<file path="src/rtl/adc_pkg.sv">
`default_nettype none
`timescale 1ns/1ps
// +----------------------------------------------------------------------------+
// | Module   : adc_pkg                                                          |
// | Purpose  : Shared constants and state encoding for the ADC scan sequencer.  |
// |            Holds the result width, channel geometry, default cycle counts   |
// |            and the sequencer state type.                                    |
// | Revision : 1.0  initial release                                             |
// +----------------------------------------------------------------------------+
package adc_pkg;

  // Converter geometry
  localparam int c_RES_W  = 8;   // result width
  localparam int c_NUM_CH = 8;   // multiplexer channels
  localparam int c_CH_W   = 3;   // channel address width

  // Default cycle counts
  localparam int c_START_CYC_DEF   = 10;
  localparam int c_OE_CYC_DEF      = 4;
  localparam int c_TIMEOUT_CYC_DEF = 1000;
  localparam int c_PERIOD_CYC_DEF  = 50000;

  // Sequencer states
  typedef enum logic [2:0] {
    ST_IDLE    = 3'd0,
    ST_ADDR    = 3'd1,
    ST_START   = 3'd2,
    ST_WAIT_LO = 3'd3,
    ST_WAIT_HI = 3'd4,
    ST_READ    = 3'd5,
    ST_NEXT    = 3'd6
  } state_t;

endpackage : adc_pkg
`default_nettype wire

</file>
<file path="src/rtl/adc_eoc_sync.sv">
`default_nettype none
`timescale 1ns/1ps
// +----------------------------------------------------------------------------+
// | Module   : adc_eoc_sync                                                     |
// | Purpose  : Two-flop synchronizer for the converter's asynchronous EOC pin.  |
// | Ports    : clk   in  system clock                                           |
// |            rst_n in  synchronous reset, active low (flops clear to 0)       |
// |            d     in  asynchronous input                                     |
// |            q     out synchronized output (2-cycle latency)                  |
// | Revision : 1.0  initial release                                             |
// +----------------------------------------------------------------------------+
module adc_eoc_sync (
  input  logic clk,
  input  logic rst_n,
  input  logic d,
  output logic q
);

  logic r_meta;
  logic r_sync;

  always_ff @(posedge clk) begin
    if (!rst_n) begin
      r_meta <= 1'b0;
      r_sync <= 1'b0;
    end else begin
      r_meta <= d;
      r_sync <= r_meta;
    end
  end

  assign q = r_sync;

endmodule : adc_eoc_sync
`default_nettype wire

</file>
<file path="src/rtl/adc_scan_ctrl.sv">
`default_nettype none
`timescale 1ns/1ps
// +----------------------------------------------------------------------------+
// | Module   : adc_scan_ctrl                                                    |
// | Purpose  : Scan sequencer for an 8-channel multiplexed 8-bit ADC            |
// |            (ADC0808-style). Once per sample period it converts every        |
// |            enabled channel in ascending order and emits one tagged result   |
// |            per channel.                                                     |
// | Ports    : clk, rst_n         clock, synchronous active-low reset           |
// |            en, ch_mask        scan enable, channel enable mask              |
// |            adc_eoc, adc_d     converter EOC (async) and data bus            |
// |            adc_addr/ale/start/oe  converter control pins                    |
// |            res_data/ch/valid/timeout  one-cycle tagged result               |
// |            busy               scan in progress                              |
// | Revision : 1.0  initial release                                             |
// +----------------------------------------------------------------------------+
module adc_scan_ctrl
  import adc_pkg::*;
#(
  parameter int START_CYC   = c_START_CYC_DEF,
  parameter int OE_CYC      = c_OE_CYC_DEF,
  parameter int TIMEOUT_CYC = c_TIMEOUT_CYC_DEF,
  parameter int PERIOD_CYC  = c_PERIOD_CYC_DEF
) (
  input  logic                clk,
  input  logic                rst_n,
  input  logic                en,
  input  logic [c_NUM_CH-1:0] ch_mask,
  input  logic                adc_eoc,
  input  logic [c_RES_W-1:0]  adc_d,
  output logic [c_CH_W-1:0]   adc_addr,
  output logic                adc_ale,
  output logic                adc_start,
  output logic                adc_oe,
  output logic [c_RES_W-1:0]  res_data,
  output logic [c_CH_W-1:0]   res_ch,
  output logic                res_valid,
  output logic                res_timeout,
  output logic                busy
);

  // One shared counter times the START window, the EOC wait and the OE window.
  localparam int c_CNT_MAX = (TIMEOUT_CYC > START_CYC) ?
                             ((TIMEOUT_CYC > OE_CYC) ? TIMEOUT_CYC : OE_CYC) :
                             ((START_CYC > OE_CYC) ? START_CYC : OE_CYC);
  localparam int c_CNT_W = $clog2(c_CNT_MAX + 1);
  localparam int c_PER_W = $clog2(PERIOD_CYC + 1);

  localparam logic [c_CNT_W-1:0] c_START_LAST = c_CNT_W'(START_CYC - 1);
  localparam logic [c_CNT_W-1:0] c_OE_LAST    = c_CNT_W'(OE_CYC - 1);
  localparam logic [c_CNT_W-1:0] c_TO_LAST    = c_CNT_W'(TIMEOUT_CYC - 1);
  localparam logic [c_PER_W-1:0] c_PER_LAST   = c_PER_W'(PERIOD_CYC - 1);
  localparam logic [c_PER_W-1:0] c_PER_SAT    = c_PER_W'(PERIOD_CYC);

  // Lowest set bit of mask at index >= lo; MSB of the result flags "found".
  function automatic logic [c_CH_W:0] f_find_from(input logic [c_NUM_CH-1:0] mask,
                                                  input logic [c_CH_W:0]     lo);
    logic [c_CH_W:0] v;
    v = '0;
    for (int i = c_NUM_CH - 1; i >= 0; i--) begin
      if (mask[i] && (i >= int'(lo))) begin
        v = {1'b1, c_CH_W'(i)};
      end
    end
    return v;
  endfunction

  logic                w_eoc_s;

  state_t              r_state, w_state_nxt;
  logic [c_CNT_W-1:0]  r_cnt, w_cnt_nxt;
  logic [c_PER_W-1:0]  r_period, w_period_nxt;
  logic                r_first, w_first_nxt;
  logic [c_NUM_CH-1:0] r_scan_mask, w_scan_mask_nxt;
  logic [c_CH_W-1:0]   r_ch, w_ch_nxt;
  logic [c_RES_W-1:0]  r_res_data, w_res_data_nxt;
  logic [c_CH_W-1:0]   r_res_ch, w_res_ch_nxt;
  logic                r_res_to, w_res_to_nxt;

  // Pin-level outputs are registered from the next state so the converter
  // sees glitch-free control lines that still line up with the state.
  logic                r_conv, r_oe, r_valid, r_busy;

  logic [c_CH_W:0]     w_first_ch;
  logic [c_CH_W:0]     w_next_ch;
  logic                w_period_done;

  adc_eoc_sync u_eoc_sync (
    .clk   (clk),
    .rst_n (rst_n),
    .d     (adc_eoc),
    .q     (w_eoc_s)
  );

  assign w_first_ch    = f_find_from(ch_mask, '0);
  assign w_next_ch     = f_find_from(r_scan_mask, {1'b0, r_ch} + 1'b1);
  assign w_period_done = (r_period >= c_PER_LAST);

  always_ff @(posedge clk) begin
    if (!rst_n) begin
      r_state     <= ST_IDLE;
      r_cnt       <= '0;
      r_period    <= '0;
      r_first     <= 1'b1;
      r_scan_mask <= '0;
      r_ch        <= '0;
      r_res_data  <= '0;
      r_res_ch    <= '0;
      r_res_to    <= 1'b0;
      r_conv      <= 1'b0;
      r_oe        <= 1'b0;
      r_valid     <= 1'b0;
      r_busy      <= 1'b0;
    end else begin
      r_state     <= w_state_nxt;
      r_cnt       <= w_cnt_nxt;
      r_period    <= w_period_nxt;
      r_first     <= w_first_nxt;
      r_scan_mask <= w_scan_mask_nxt;
      r_ch        <= w_ch_nxt;
      r_res_data  <= w_res_data_nxt;
      r_res_ch    <= w_res_ch_nxt;
      r_res_to    <= w_res_to_nxt;
      r_conv      <= (w_state_nxt == ST_START);
      r_oe        <= (w_state_nxt == ST_READ);
      r_valid     <= (w_state_nxt == ST_NEXT);
      r_busy      <= (w_state_nxt != ST_IDLE);
    end
  end

  always_comb begin
    w_state_nxt     = r_state;
    w_cnt_nxt       = r_cnt;
    w_first_nxt     = r_first;
    w_scan_mask_nxt = r_scan_mask;
    w_ch_nxt        = r_ch;
    w_res_data_nxt  = r_res_data;
    w_res_ch_nxt    = r_res_ch;
    w_res_to_nxt    = r_res_to;
    // Free-running, saturating period counter; restarted at each scan start.
    w_period_nxt    = (r_period == c_PER_SAT) ? r_period : r_period + 1'b1;

    unique case (r_state)
      ST_IDLE: begin
        // Dropping en arms an immediate start on the next enable.
        if (!en) begin
          w_first_nxt = 1'b1;
        end
        if (en && (ch_mask != '0) && (r_first || w_period_done)) begin
          w_scan_mask_nxt = ch_mask;
          w_ch_nxt        = w_first_ch[c_CH_W-1:0];
          w_period_nxt    = '0;
          w_first_nxt     = 1'b0;
          w_state_nxt     = ST_ADDR;
        end
      end

      ST_ADDR: begin
        w_cnt_nxt   = '0;
        w_state_nxt = ST_START;
      end

      ST_START: begin
        if (r_cnt == c_START_LAST) begin
          w_cnt_nxt   = '0;
          w_state_nxt = ST_WAIT_LO;
        end else begin
          w_cnt_nxt = r_cnt + 1'b1;
        end
      end

      // The wait counter is not cleared between WAIT_LO and WAIT_HI so the
      // timeout bounds the whole EOC handshake.
      ST_WAIT_LO: begin
        if (r_cnt == c_TO_LAST) begin
          w_res_data_nxt = '0;
          w_res_to_nxt   = 1'b1;
          w_res_ch_nxt   = r_ch;
          w_state_nxt    = ST_NEXT;
        end else begin
          w_cnt_nxt = r_cnt + 1'b1;
          if (!w_eoc_s) begin
            w_state_nxt = ST_WAIT_HI;
          end
        end
      end

      ST_WAIT_HI: begin
        if (w_eoc_s) begin
          w_cnt_nxt   = '0;
          w_state_nxt = ST_READ;
        end else if (r_cnt == c_TO_LAST) begin
          w_res_data_nxt = '0;
          w_res_to_nxt   = 1'b1;
          w_res_ch_nxt   = r_ch;
          w_state_nxt    = ST_NEXT;
        end else begin
          w_cnt_nxt = r_cnt + 1'b1;
        end
      end

      ST_READ: begin
        if (r_cnt == c_OE_LAST) begin
          w_res_data_nxt = adc_d;
          w_res_to_nxt   = 1'b0;
          w_res_ch_nxt   = r_ch;
          w_state_nxt    = ST_NEXT;
        end else begin
          w_cnt_nxt = r_cnt + 1'b1;
        end
      end

      ST_NEXT: begin
        if (en && w_next_ch[c_CH_W]) begin
          w_ch_nxt    = w_next_ch[c_CH_W-1:0];
          w_state_nxt = ST_ADDR;
        end else begin
          w_state_nxt = ST_IDLE;
        end
      end

      default: begin
        w_state_nxt = ST_IDLE;
      end
    endcase
  end

  assign adc_addr    = r_ch;
  assign adc_ale     = r_conv;
  assign adc_start   = r_conv;
  assign adc_oe      = r_oe;
  assign res_data    = r_res_data;
  assign res_ch      = r_res_ch;
  assign res_valid   = r_valid;
  assign res_timeout = r_res_to;
  assign busy        = r_busy;

endmodule : adc_scan_ctrl
`default_nettype wire

</file>
<file path="config.mk">
export PLATFORM = sky130hd
export DESIGN_NAME = adc_scan_ctrl
export DESIGN_NICKNAME = d
export VERILOG_FILES = /design/src/rtl/adc_pkg.sv /design/src/rtl/adc_eoc_sync.sv /design/src/rtl/adc_scan_ctrl.sv
export SDC_FILE = /design/constraint.sdc
export NUM_CORES = 1
export LEC_CHECK = 0
export CAP_MARGIN = 20
export CORE_ASPECT_RATIO = 2
export CORE_MARGIN = 2
export CORE_UTILIZATION = 60
export CTS_CLUSTER_DIAMETER = 30
export CTS_CLUSTER_SIZE = 16
export DETAILED_ROUTE_END_ITERATION = 10
export GPL_TIMING_DRIVEN = 0
export PLACE_DENSITY_LB_ADDON = 0.15
export SLEW_MARGIN = 5
export SYNTH_ARGS = -nofsm -noshare
export SYNTH_HDL_FRONTEND = slang
export SYNTH_SLANG_ARGS = --single-unit
</file>
<file path="constraint.sdc">
create_clock -name clk -period 5.4 [get_ports clk]
set_clock_uncertainty 0.15 [all_clocks]
set_input_delay 1.08 -clock clk [delete_from_list [all_inputs] [get_ports clk]]
set_output_delay 1.08 -clock clk [all_outputs]
set_load 0.02 [all_outputs]
</file>
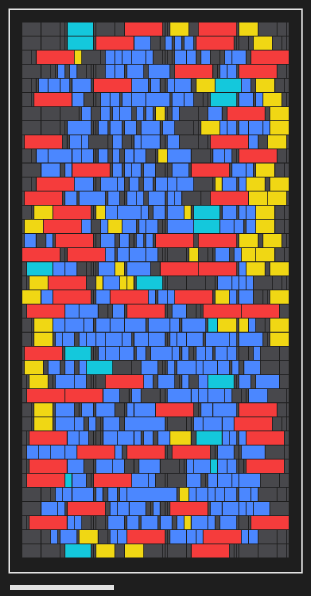
run_1/placement_by_type.png
The bar under the picture is 20 um long. Fill, decap, tap and diode cells in gray.
| class | color | cells | share of their area |
|---|---|---|---|
| sequential cells | red | 59 | 31% |
| combinational and other logic | blue | 311 | 52% |
| remaining buffers and delay cells | yellow | 57 | 13% |
| clock drivers and dummy loads | cyan | 16 | 5.0% |
FP Rows: 38
flop share of the area: 30.1%

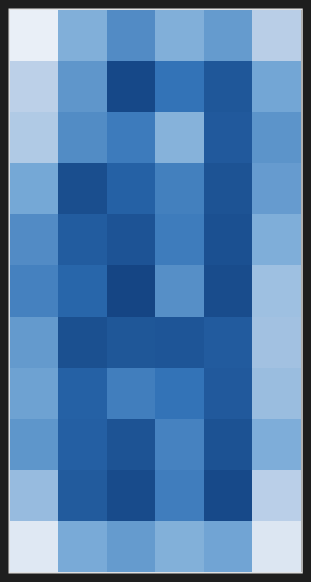
run_1/cell_density.png
6 x 11 tiles, from white (low) to dark blue (high), 0 to 100% covered.
emptiest ninth of the die: top left
tiles over 75% full: 36%
densest ninth of the die: middle
fullest tile: 92%
mean over tiles: 63%
fin util: 73.7%
fp_density: 61.4%

==> ci_impl_report.md, run 1 <==
## Implementation flow summary

| Metric | Value |
|---|---|
| Synthesis area per yosys | `3270 um^2` |
| Die height | `108 um` |
| Met2 GRT Util | `40.4%` |
| Setup violators final | `0` |
| Slew margin rel. | `62.9%` |
| First-pass DRT Iterations | `4` |
| Initial antenna violation count | `0` |
| Iter 0 DRT Violations | `124` |
| CTS tree | `yes` |
| Peak VDD IR | `243 uV` |
| Number of gates resized after CTS | `0` |
| Post-synth area hogs | `dfxtp_1, nand2_1, nand3_1, nor2_1, o21ai_0` |
| Most frequent cells in the layout | `dfxtp_1, clkdlybuf4s50_1, nand2_1` |
| Crit-path leading delay family | `AND-OR/OR-AND gates` |
| Post-synth EDFFs | `0` |
| Nets | `466` |
| Clock sink total | `59` |
| Ys cells | `388` |
| Run status | `finished clean` |
| Crit start category | `input port` |
| Mux area share | `3.10%` |
| Core Box Area | `5330 um^2` |
| RD Place Congestion | `0.936` |
| Grt ovf | `0` |
| DRT Wirelength | `7430 um` |
| Post-synthesis xor/xnor area fraction | `3.75%` |
| Post-Syn Area | `3270 um^2` |
| Setup TNS Final | `0 ns` |
| Basic Gates by Area | `28.3%` |
| Top cells by count, synth | `dfxtp_1, nand2_1, nor2_1, nand3_1, o21ai_0` |
| Synth Net Count | `416` |
| Top logic family | `simple AND/OR/NAND/NOR gates` |
| Worst hold path class | `register to register` |
| RSZ-0062 raised after global routing | `no` |
| Post-Syn Instances | `388` |
| PortBufs | `39` |
| Hold-fix buffer count after cts | `0` |
| Flop2flop setup slack | `2.87 ns` |
| Post-synth seq share | `36.1%` |
| Yosys warnings | `0` |
| Cell Pwr Density | `262 nW/um^2` |
| Tmin final | `2.82 ns` |
| Fmax | `355 MHz` |
| Fin. max-slew vios | `0` |
| Library cells used by synthesis | `71` |
| Layout cell share with drive strength beyond 1 | `9.93%` |
| Synth area leader | `dfxtp_1` |
| Synth Flop Type | `dfxtp_1` |
| Fin. Hold Viols | `0` |
| Vias per Instance | `6.00` |
| Setup Buffers After CTS | `0` |
| Ys flops | `59` |
| CP arrival | `2.88 ns` |
| CTS Buffer Depth | `2` |
| Fillcell total | `426` |
| Layout Area Growth over Synthesis | `20.1%` |
| Required time worst endpoint | `5.47 ns` |
| Crit-path cells | `clkdlybuf4s50_1, nor4_1, a21oi_2, o311ai_4, o211ai_4, a211oi_2, nor3_1` |
| Worst Max-Slew Pin Slew | `0.551 ns` |
| Largest stage delay, worst path | `0.55 ns` |
| Mapped Avg Cell Area | `8.43 um^2` |
| CTS buffer count | `9` |
| Most common cell in the netlist | `dfxtp_1` |
| Vias in the first global route | `2,735` |
| Post-DR wirelength/cell | `14.8 um` |
| Asr flop ratio synth | `0%` |
| DP HPWL | `5500 um` |
| Die Width | `56.2 um` |
| CP max-delay cell | `nor4_1` |
| Clock transition at the registers of the reported paths | `0.06 ns` |
| Buffers and inverters on the worst path | `1` |
| IO Count | `40` |
| Yosys adder share | `3.06%` |
| Synth top area share | `36.1%` |
| Antenna Cells | `0` |
| Met3 Usage GRT | `7.54%` |
| First-pass GRT wire length | `12,300 um` |
| H-tree depth | `3` |
| Lkg Pwr | `0.00148 uW` |
| Most numerous logic cell after layout | `dfxtp_1` |
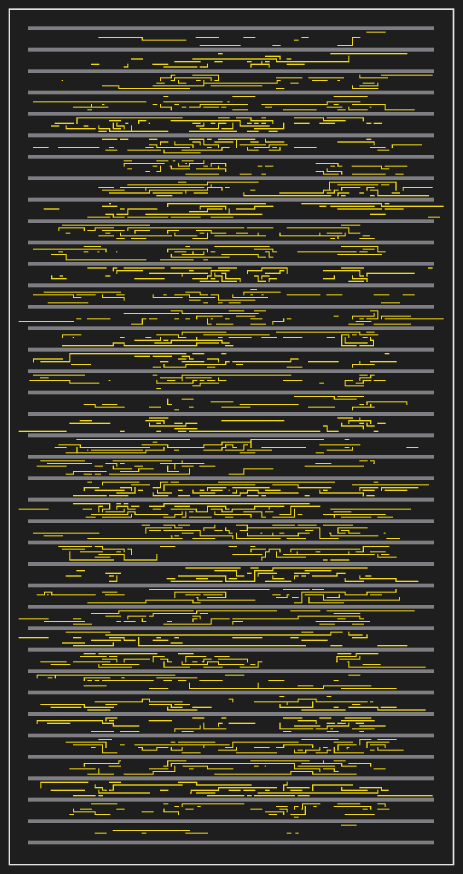
run_1/layer_met1.png
Supply wires on this layer in gray.
share of all routed wire: 44%
nets with wire on the layer: 426

run 1: logic make-up after synthesis:
kind of cell             after synthesis
multiplexers                          10
buffers and inverters                 37
adder cells (fa/ha/maj)                8
AND-OR/OR-AND                         91
flip-flops                            59
XOR/XNOR                              14
AND/OR/NAND/NOR                      169
run 1: where the power goes:
| group | switching (uW) | internal (uW) | total, uW | leakage (uW) |
|---|---|---|---|---|
| Clock | 168 | 216 | 384 | 0.0000997 |
| Sequential | 19.6 | 452 | 472 | 0.000479 |
| Combinational | 90.8 | 80.2 | 171 | 0.000901 |
run 1: worst register-to-register path, stage by stage, from the launching register on:
cell,delay (ns)
dfxtp_1,0.53
ha_1,0.27
buf_2,0.21
nor4b_1,0.07
o21ai_0,0.30
a211oi_2,0.16
o211ai_4,0.33
o311ai_1,0.17
o221a_1,0.23
run 1: layer usage:
| layer | wire (um) | vias to the layer above |
|---|---|---|
| met5 | 0 | - |
| met4 | 212 | 0 |
| met3 | 383 | 17 |
| met2 | 3580 | 94 |
| met1 | 3250 | 1421 |
| li1 | - | 1485 |
run 1: area by class of cell:
cell class | count | area, um^2 | share of cell area, %
multi-input cells | 292 | 1920 | 48.9
repair buffers | 39 | 390 | 9.94
inverters | 19 | 71.3 | 1.82
flip-flops and latches | 59 | 1180 | 30.1
plain buffers | 18 | 95.1 | 2.42
clock buffers | 15 | 186 | 4.75
well taps | 60 | 75.1 | 1.91
clock inverters | 1 | 5.00 | 0.127
run 1: stage by stage:
step                setup slack, ns  cells  hold WS, ns  cell area, um^2  power, uW
floorplan                      3.01    388        0.262             3270        593
global placement               2.30    487        0.269             3730        643
detailed placement             2.27    487        0.283             3730        650
CTS                            2.59    503        0.298             3930       1040
global route                   2.48    503        0.309             3930       1070
finish                         2.58    503        0.290             3930       1030
run 1: state kept, by name, summed over array words and instances, names as in the netlist:
| register | cells |
|---|---|
| adc_addr | 3 |
| adc_ale | 1 |
| adc_oe | 1 |
| busy | 1 |
| r_cnt | 10 |
| r_first | 1 |
| r_period | 16 |
| r_scan_mask | 8 |
| r_state | 3 |
| res_ch | 3 |
| res_data | 8 |
| res_timeout | 1 |
| res_valid | 1 |
| u_eoc_sync.q | 1 |
| u_eoc_sync.r_meta | 1 |
run 1: final timing paths:
kind | startpoint | endpoint | depth (start not counted)
min | u_eoc_sync.r_meta | u_eoc_sync.q | 1
max reg2reg | adc_addr[1] | adc_addr[0] | 8
min reg2reg | u_eoc_sync.r_meta | u_eoc_sync.q | 1
max | ch_mask[0] | adc_oe | 7
run_1/layer_met4.png
The bar under the picture is 20 um long. Supply wires on this layer in gray. Cells faint in the background.
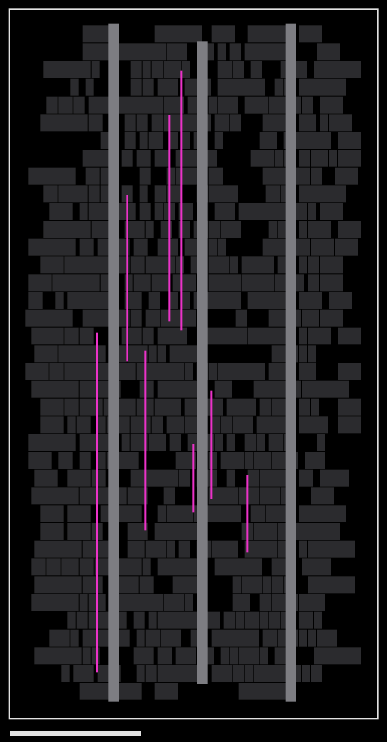

## Run 2: what changed since run 1
CORE_UTILIZATION = 50   (was 60)
clock period = 2.55 ns   (was 5.4 ns; I/O delays follow)
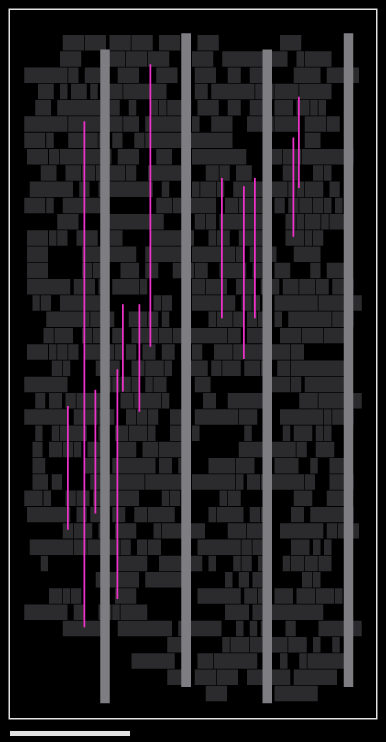
run_2/layer_met4.png
The bar under the picture is 20 um long. Supply wires on this layer in gray. Cells faint in the background.
longest straight run: 84.3 um
share of all routed wire: 4.2%
wire length on this layer: 348 um
main direction: vertical
nets with wire on the layer: 10
DRT Wirelength: 8210 um
vias: 3,013

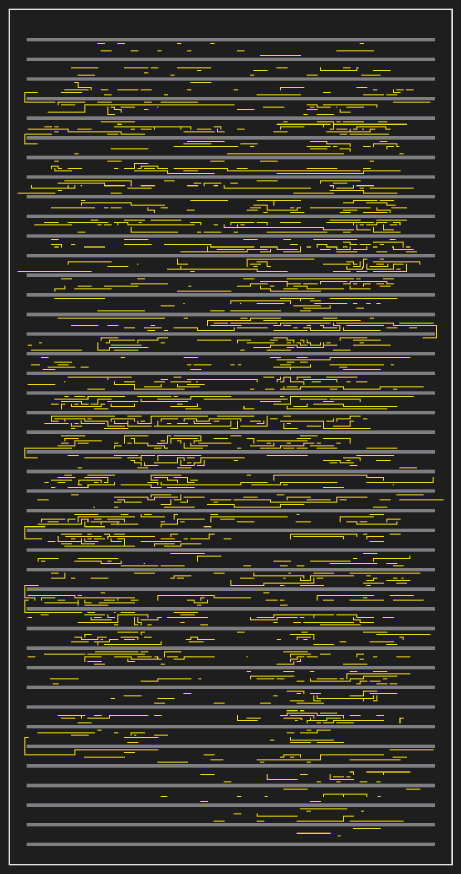
run_2/layer_met1.png
Supply wires on this layer in gray.
wire length on this layer: 3,110 um
share of all routed wire: 38%
longest straight run: 20.7 um
GRT met1 Usage: 23.9%

==> ci_impl_report.md, run 2 <==
## Implementation flow summary

| Metric | Value |
|---|---|
| Run status | `finished clean` |
| Fp_density | `51.8% (-9.6 points)` |
| Yosys warnings | `0 (unchanged)` |
| Post-Syn Instances | `388 (unchanged)` |
| Synth Flop Type | `dfxtp_1` |
| Sequential share of power | `40.2% (-5.8 points)` |
| Setup violators final | `0 (unchanged)` |
| CTS Buffer Depth | `2 (unchanged)` |
| Fmax | `412 MHz` |
| CTS buffer count | `9 (unchanged)` |
| Setup TNS Final | `0 ns (unchanged)` |
| Regs by FF count | `r_period (16), r_cnt (10)` |
| Peak VDD IR | `583 uV (+140%)` |
| Tmin final | `2.42 ns` |
| Largest stage delay, worst path | `0.38 ns (-0.17 ns)` |
| Clock transition at the registers of the reported paths | `0.05 ns (about the same)` |
| Fin util | `64.8% (-8.9 points)` |
| Mapped Avg Cell Area | `8.43 um^2 (unchanged)` |
| RSZ-0062 raised after global routing | `no` |
| Dpl cells | `513 (+5.3%)` |
| Most numerous logic cell after layout | `dfxtp_1` |
| Die Width | `61.2 um (+8.9%)` |
| IO Count | `40 (unchanged)` |
| Layout cell share with drive strength beyond 1 | `11.4% (+1.5 points)` |
| Sw frac | `25.9% (-1.2 points)` |
| CP arrival | `2.47 ns (-0.41 ns)` |
| Library cells used by synthesis | `71 (unchanged)` |
| Pint | `1850 uW (+150%)` |
| Crit start category | `register` |
| Top cells by count, synth | `dfxtp_1, nand2_1, nor2_1, nand3_1, o21ai_0` |
| Nets | `469 (+0.64%)` |
| Grt ovf | `0 (unchanged)` |
| Hold-fix buffer count after cts | `0 (unchanged)` |
| FP Rows | `41 (+7.9%)` |
| Vias in the first global route | `2,993 (+9.4%)` |
| H-tree depth | `3 (unchanged)` |
| Final WS setup | `0.125 ns (-2.46 ns)` |
| Initial antenna violation count | `0 (unchanged)` |
| Synth Net Count | `416 (unchanged)` |
| Worst hold path class | `register to register` |
| Clock Power Share | `44.4% (+7.0 points)` |
| Synthesis area per yosys | `3270 um^2 (unchanged)` |
| Synth top area share | `36.1% (unchanged)` |
| PortBufs | `39 (unchanged)` |
| Die height | `118 um (+9.2%)` |
| Synth area leader | `dfxtp_1` |
| Core Box Area | `6310 um^2 (+18%)` |
| Antenna Cells | `0 (unchanged)` |
| Post-synth seq share | `36.1% (unchanged)` |
| Lkg Pwr | `0.00153 uW (+3.5%)` |
| First-pass DRT Iterations | `4 (unchanged)` |
| Pre-CTS setup slack | `-0.150 ns (-2.42 ns)` |
| Fin. max-slew vios | `0 (unchanged)` |
| Crit-path cells | `ha_1, clkbuf_4, nor4b_2, o21ai_0, a211oi_2, buf_4, o211ai_4, a211oi_2, nor3_1` |
| Buffers and inverters on the worst path | `2 (+1)` |
| CP max-delay cell | `dfxtp_4` |
| RD Place Congestion | `0.914 (-2.4%)` |
| Crit-path leading delay family | `AND-OR/OR-AND gates` |
| CTS tree | `yes` |
| Post-Syn Area | `3270 um^2 (unchanged)` |
| Cell Pwr Density | `610 nW/um^2 (+130%)` |
| Slew margin rel. | `63.2% (+0.33 points)` |
| Asr flop ratio synth | `0% (unchanged)` |
| Biggest register | `r_period` |
| DP HPWL | `6040 um (+9.9%)` |
| Max reg flops | `16 (unchanged)` |
| Clock sink total | `59 (unchanged)` |
| Iter 0 DRT Violations | `222 (+79%)` |
| Ys cells | `388 (unchanged)` |
| Layout Area Growth over Synthesis | `25.1%` |
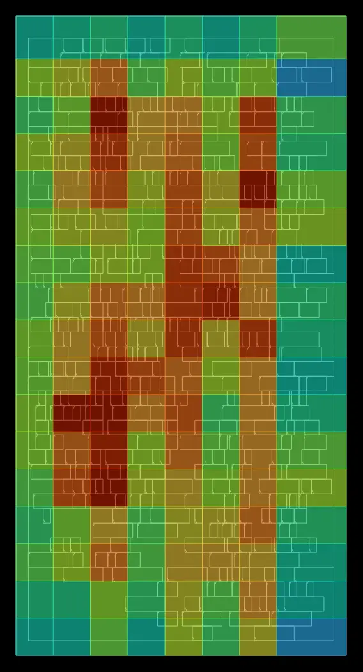
run_2/congestion.png
met2 GRT Util: 42.2%
GRT Util Overall: 24.0%
Top Usage Layer GRT: met2

[run 2: final timing paths]
| kind | slack (ns) | startpoint | endpoint | cells after the start |
|---|---|---|---|---|
| setup / recovery | 0.13 | adc_addr[0] | adc_oe | 9 |
| hold reg to reg | 0.27 | u_eoc_sync.r_meta | u_eoc_sync.q | 1 |
| setup reg to reg | 0.13 | adc_addr[0] | adc_oe | 9 |
| hold / removal | 0.27 | u_eoc_sync.r_meta | u_eoc_sync.q | 1 |
[run 2: kinds of logic after synthesis]
| family | after synthesis | share of synthesized area, % |
|---|---|---|
| simple gates | 169 | 28.3 |
| compound gates | 91 | 20.6 |
| flops | 59 | 36.1 |
| buf+inv | 37 | 5.09 |
| xor+xnor | 14 | 3.75 |
| mux | 10 | 3.10 |
| fa+ha+maj | 8 | 3.06 |
[run 2: metal layers]
layer	track usage (%)	part of all wire [%]
met1	23.9	38
met2	42.2	55
met3	5.03	3.4
met4	14.4	4.2
met5	0	0
[run 2: repair_timing]
item                                    4_1_cts  5_1_grt
endpoints found under the setup margin        3        5
pin swaps                                     1        1
buffers inserted                              1        1
gates resized                                 2        6
cloned                                        0        1
[run 2: area by class of cell]
type                            count  area [um^2]
Sequential cell                    59         1190
Clock inverter                      2         10.0
Multi-Input combinational cell    293         1950
Timing Repair Buffer               41          405
Fill cell                         558         2220
Inverter                           19         71.3
Buffer                             18         97.6
Tap cell                           86          108
Clock buffer                       14          264
[run 2: worst register-to-register path: cells and delay by family, from the launching register on]
family                   cells  cell delay, ns
buffers and inverters        2            0.36
AND/OR/NAND/NOR              2            0.35
adder cells (fa/ha/maj)      1            0.23
flip-flops                   1            0.38
AND-OR/OR-AND                4            0.84
[run 2: per-stage QoR]
stage | instance area, um^2 | hold slack (ns)
finish | 4090 | 0.271
global route | 4090 | 0.298
CTS | 4050 | 0.276
detailed placement | 3770 | 0.275
global placement | 3770 | 0.266
floorplan | 3270 | 0.262
[run 2: power by group through the flow]
| stage | clock network [uW] | logic [uW] | registers, uW |
|---|---|---|---|
| detailed placement | 0 | 366 | 1020 |
| global placement | 0 | 360 | 1020 |
| floorplan | 0 | 239 | 1020 |
| CTS | 1130 | 373 | 1000 |
| global route | 1160 | 420 | 1010 |
| finish | 1110 | 386 | 1000 |
No activity file was given, so power comes from the tool's default toggle rates.
